===== src/rtl/shift_buffer_arbiter.sv =====
`timescale 1ns/1ps
// shift_buffer_arbiter: round-robin owner of one shared shift_buffer, granting a full burst per requester.
// Latency: one IDLE arbitration cycle, then one word per cycle; tag pulses the cycle after the last word.
// Backpressure: only the owner sees ready; an owner dropping valid stalls the burst with the grant held.
module shift_buffer_arbiter #(
  parameter int buffer_SIZE  = 8,
  parameter int buffer_WIDTH = 32,
  parameter int NUM_REQ      = 4,
  parameter int ID_W         = $clog2(NUM_REQ)
) (
  input  logic                            clk,
  input  logic                            rst_n,
  input  logic [NUM_REQ-1:0]              in_valid_i,
  input  logic [NUM_REQ*buffer_WIDTH-1:0] in_data_i,
  output logic [NUM_REQ-1:0]              in_ready_o,
  output logic                            wr_en_o,
  output logic [buffer_WIDTH-1:0]         wr_data_o,
  output logic [NUM_REQ-1:0]              grant_o,
  output logic                            busy_o,
  output logic                            tag_valid_o,
  output logic [ID_W-1:0]                 tag_id_o
);

  localparam int              CNT_W    = $clog2(buffer_SIZE) + 1;
  localparam logic [CNT_W-1:0] CNT_LAST = CNT_W'(buffer_SIZE - 1);
  localparam logic [ID_W-1:0]  ID_LAST  = ID_W'(NUM_REQ - 1);

  typedef enum logic {IDLE = 1'b0, BURST = 1'b1} state_e;

  state_e            state_q, state_d;
  logic [ID_W-1:0]   grant_q, grant_d;
  logic [ID_W-1:0]   last_grant_q, last_grant_d;
  logic [ID_W-1:0]   tag_id_q, tag_id_d;
  logic [CNT_W-1:0]  cnt_q, cnt_d;
  logic              tag_valid_q, tag_valid_d;
  logic [ID_W-1:0]   sel_id, cand;
  logic              sel_found;
  logic              xfer, burst_end;

  // Round-robin pick: first valid requester searching upward from last_grant+1, wrapping.
  always_comb begin
    sel_id    = '0;
    sel_found = 1'b0;
    cand      = '0;
    for (int i = 1; i <= NUM_REQ; i++) begin
      cand = ID_W'((int'(last_grant_q) + i) % NUM_REQ);
      if (!sel_found && in_valid_i[cand]) begin
        sel_found = 1'b1;
        sel_id    = cand;
      end
    end
  end

  // A word moves only while bursting and the owner offers one; the last word closes the burst.
  always_comb begin
    xfer      = (state_q == BURST) && in_valid_i[grant_q];
    burst_end = xfer && (cnt_q == CNT_LAST);
  end

  // State register.
  always_ff @(posedge clk or negedge rst_n) begin
    if (!rst_n) state_q <= IDLE;
    else        state_q <= state_d;
  end

  // Next state: requests are sampled only in IDLE; a burst leaves only on its final word.
  always_comb begin
    state_d = state_q;
    case (state_q)
      IDLE:  if (sel_found) state_d = BURST;
      BURST: if (burst_end) state_d = IDLE;
    endcase
  end

  // Outputs: owner handshake and write port, all zero outside BURST.
  always_comb begin
    in_ready_o = '0;
    grant_o    = '0;
    busy_o     = 1'b0;
    wr_en_o    = 1'b0;
    wr_data_o  = '0;
    if (state_q == BURST) begin
      grant_o[grant_q]    = 1'b1;
      in_ready_o[grant_q] = 1'b1;
      busy_o              = 1'b1;
      wr_en_o             = xfer;
      if (xfer) wr_data_o = in_data_i[int'(grant_q)*buffer_WIDTH +: buffer_WIDTH];
    end
  end

  // Bookkeeping: latch the winner, count words, publish the tag when a burst completes.
  always_comb begin
    grant_d      = grant_q;
    last_grant_d = last_grant_q;
    cnt_d        = cnt_q;
    tag_valid_d  = 1'b0;
    tag_id_d     = tag_id_q;
    if (state_q == IDLE) begin
      if (sel_found) begin
        grant_d = sel_id;
        cnt_d   = '0;
      end
    end else if (xfer) begin
      if (burst_end) begin
        cnt_d        = '0;
        last_grant_d = grant_q;
        tag_valid_d  = 1'b1;
        tag_id_d     = grant_q;
      end else begin
        cnt_d = cnt_q + CNT_W'(1);
      end
    end
  end

  // Bookkeeping registers; last_grant resets to the top index so requester 0 wins first.
  always_ff @(posedge clk or negedge rst_n) begin
    if (!rst_n) begin
      grant_q      <= '0;
      last_grant_q <= ID_LAST;
      cnt_q        <= '0;
      tag_valid_q  <= 1'b0;
      tag_id_q     <= '0;
    end else begin
      grant_q      <= grant_d;
      last_grant_q <= last_grant_d;
      cnt_q        <= cnt_d;
      tag_valid_q  <= tag_valid_d;
      tag_id_q     <= tag_id_d;
    end
  end

  assign tag_valid_o = tag_valid_q;
  assign tag_id_o    = tag_id_q;

endmodule


===== config.mk =====
export PLATFORM = sky130hd
export DESIGN_NAME = shift_buffer_arbiter
export DESIGN_NICKNAME = d
export VERILOG_FILES = /design/src/rtl/shift_buffer_arbiter.sv
export SDC_FILE = /design/constraint.sdc
export NUM_CORES = 1
export LEC_CHECK = 0
export ABC_AREA = 1
export CAP_MARGIN = 20
export CORE_UTILIZATION = 31
export CTS_BUF_LIST = sky130_fd_sc_hd__clkbuf_4 sky130_fd_sc_hd__clkbuf_8
export CTS_CLUSTER_SIZE = 14
export DETAILED_ROUTE_END_ITERATION = 8
export GPL_TIMING_DRIVEN = 1
export PLACE_DENSITY = 0.89
export SLEW_MARGIN = 0
export SYNTH_ARGS = -nofsm -noshare
export SYNTH_HDL_FRONTEND = slang
export SYNTH_SLANG_ARGS = --single-unit

===== constraint.sdc =====
create_clock -name clk -period 3.05 [get_ports clk]
set_input_delay 0.61 -clock clk [delete_from_list [all_inputs] [get_ports clk]]
set_output_delay 0.61 -clock clk [all_outputs]
set_load 0.05 [all_outputs]

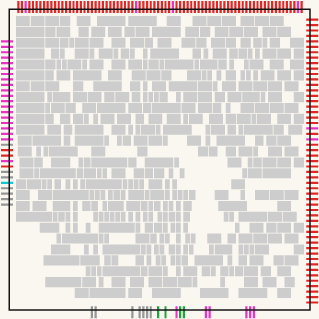
Figure 1: pin map.
(4 px per um) Pins as bars across the die edge, other pins in grey.
`wr_data_o` -> magenta  # pins 32, direction output, edge 20 left, 6 bottom, 4 top, 2 right
`busy_o` -> cyan  # pins 1, direction output, edge left
`in_valid_i` -> green  # pins 4, direction input, edge bottom
`in_data_i` -> red  # pins 128, direction input, edge 74 top, 51 right, 3 left
all pins by edge = 78 top, 53 right, 31 left, 17 bottom
PortBufs: 178
Die Y: 74.8 um
die width: 74.8 um

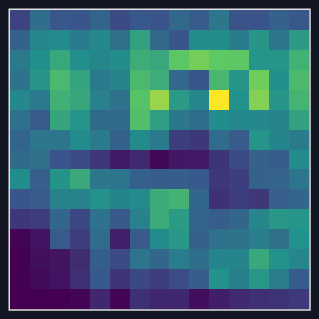
Figure 2: routed metal per tile.
(4 px per um) 15 x 15 tiles, from dark purple (low) to yellow (high), scaled to the fullest tile. Values are wire area over tile area, all layers added.
emptiest ninth of the die = lower left
mean over tiles = 0.28
tiles over half the peak = 24%
densest ninth of the die = upper right
fullest tile = 0.75
DR WL/cell: 17.7 um
Overall Global Routing Usage: 30.3%

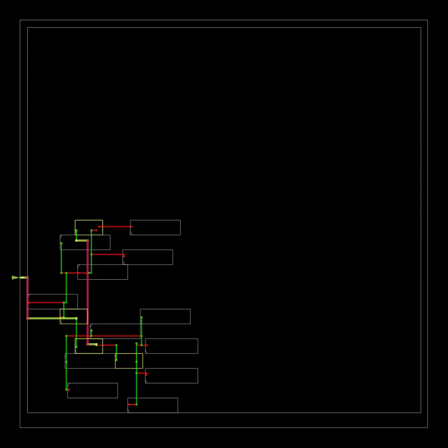
Figure 3: clock wiring as the flow saved it.
Num CTS Buffers: 3
clk sink count: 12
Insertion Delay late pin: 0.24 ns

==> flow_summary.yaml <==
# implementation run metrics
outcome:
  status: "finished clean"
power:
  vdd_drop_max_mv: 0.961
  leakage_nw: 1.61
  net-switching-power_mw: 2.51
  seqPwrFrac_pct: 7.5
  internal-power_mw: 1.97
  combPwrFrac_pct: 88.6
  power_mw: 4.48
  switching_share_pct: 56.0
  power.density_mw_per_mm2: 1150
  seq_power_uw: 338
  pg_clk_uw: 171
  powerComb_mw: 3.97
sta:
  clock.fmax_ghz: 0.343
  rsz0062_at_grt: "false"
  slew_headroom_pct: 62.5
  setup_viol: 0
  whs_ns: 0.481
  slew_viol_final: 0
  finalClockPeriodUsage_pct: 95.6
  finalCriticalPeriod_ns: 2.92
  setup_ws_ns: 0.134
  setup_tns_ns: 0
  clock_skew_ns: 0.000806
  worstMarginPinSlew_ns: 0.561
finish:
  numSequentialCells: 12
  comb_area_share_pct: 30.4
  layout_top_cell: "clkdlybuf4s50_1"
  comb_cells: 231
  largest_class: "buffers"
  nets: 586
  area.share.sequential_pct: 7.81
  bufAreaShareNonClock_pct: 56.5
  nNonClkInverters: 16
  largest_reg_flops: 4
  antenna_cells: 0
  largest_register: "cnt_q"
  final_layout_top_logic_cells: "clkdlybuf4s50_1 (145), nand2_1 (129), buf_12 (34), a22oi_1 (32), a31oi_1 (28)"
  logic_area_mm2: 0.00118
  syn_to_final_growth_pct: 136
  seq_area_um2: 303
  n_all_buffers: 187
  final_cells: 520
  final-clk-cell-share_pct: 1.42
global_routing:
  grt_pass1_vias: 2480
  grt_remaining_overflow: 0
  grt_max_degree: 33
  use_met1_pct: 38.8
  antenna_found_initial: 0
  grt_first_pass_wirelength_um: 12600
  met2_usage_pct: 48.7
  top_usage_layer: "met2"
worst_setup_path:
  cp.depth: 9
  reg2regPathDepth: 9
  worst_path_largest_cell_delay_ns: 0.52
  crit_arrival_ns: 2.31
  worstPathMaxFanout: 19
  timing.critical_path.slowest_stage_cell: "clkdlybuf4s50_1"
  path_buffers: 4
  endpoint_kind: "primary output"
  crit_chain: "clkdlybuf4s50_1 > inv_1 > o21ai_1 > nand2_1 > nand3_2 > nand2_2 > buf_12 > a31oi_1 > buf_12"
  critPathLaunch: "in_valid_i[0]"
  r2r_end: "cnt_q[1]"
  setup.worst_path.end: "wr_data_o[23]"
  cpMostUsedCell: "buf_12"
  worstPathRequired_ns: 2.44
  cp_top_family: "buffers and inverters"
  ff2ff_setup_slack_ns: 1.23
  critPathKind: "input port to primary output"
logic_synthesis:
  synthArstFlopShare_pct: 100
  ff_type: "dfrtp_1"
  seq_area_frac_synth_pct: 18.4
  synthTopLogicFamily: "simple AND/OR/NAND/NOR gates"
  synthCells: 281
  aoi_share_pct: 28.0
  yosysTopAreaCellShare_pct: 29.5
  topCellsByArea: "nand2_1 (29%), dfrtp_1 (15%), a22oi_1 (15%)"
  adder_share_pct: 0.761
  yosysTopAreaCell: "nand2_1"
  syn_avg_cell_area_um2: 5.85
  yosys.area_share.simple_pct: 40.3
  synth_warnings: 0
  ys_seq_elements: 12
  xor_share_pct: 0.533
  syn-cell-area_mm2: 0.00164
  ys_sh_mux_pct: 0
  ys_cells: 281
  yosysChipArea_mm2: 0.00164
place:
  placed_area_mm2: 0.00380
  post-place-cells: 516
  place_congestion: 0.865
  dp_hpwl_um: 7240
clocking:
  cts_tree: "yes"
  clkTransAtPathRegs_ns: 0.05
  cts_setup_buffers: 0
  clock_path_buffers: 2
  holdBufCountCts: 0
route:
  wl_met2_um: 4300
  top_layer: "met4"
  drt-vias-per-instance: 5.28
  drt-pass1-iter-count: 5
  detail-route-antenna-nets: 0
  drc: 0
  drt-met1-wl_um: 3640
worst_hold_path:
  min_path_type: "register to register"
  min_path_cells: 2
  min_from: "tag_id_o[0]"
  min_to: "tag_id_o[0]"
floorplan:
  nWellTaps: 70
  die-area_mm2: 0.00560
  fp-utilization_pct: 32.2
  io_pins: 179
flow_run:
  tool_warnings: 27
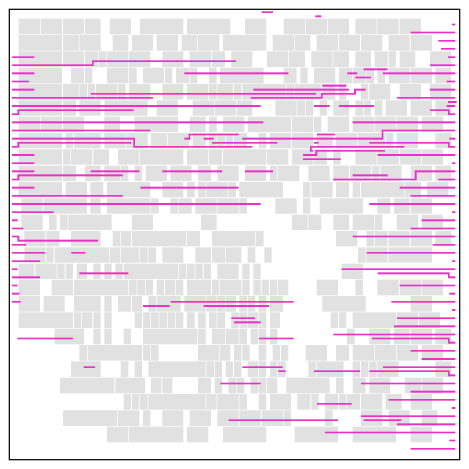
Figure 4: the metal 3 layer.
(6 px per um) Cells faint in the background.
wire length on this layer = 1200 um
main direction = horizontal
share of all routed wire = 13%
met3 global-route usage: 11.6%
via count: 2748

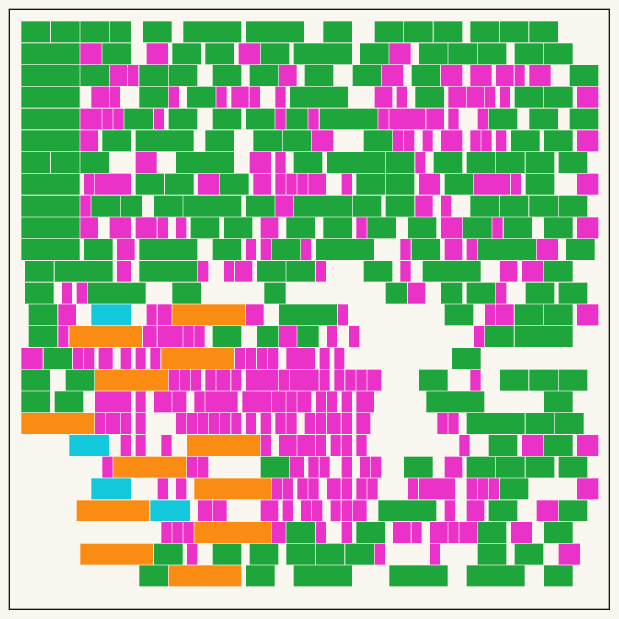
Figure 5: placed cells, one colour a class.
(8 px per um)
sequential cells -> orange  # cells 12, share of their area 8.0%
remaining buffers and delay cells -> green  # cells 187, share of their area 58%
remaining logic cells -> magenta  # cells 247, share of their area 33%
clock drivers and dummy loads -> cyan  # cells 4, share of their area 1.5%
core area: 0.00511 mm^2
Final Core Density: 75.9%
design area: 0.00388 mm^2

Power and IR drop assume default switching activity.
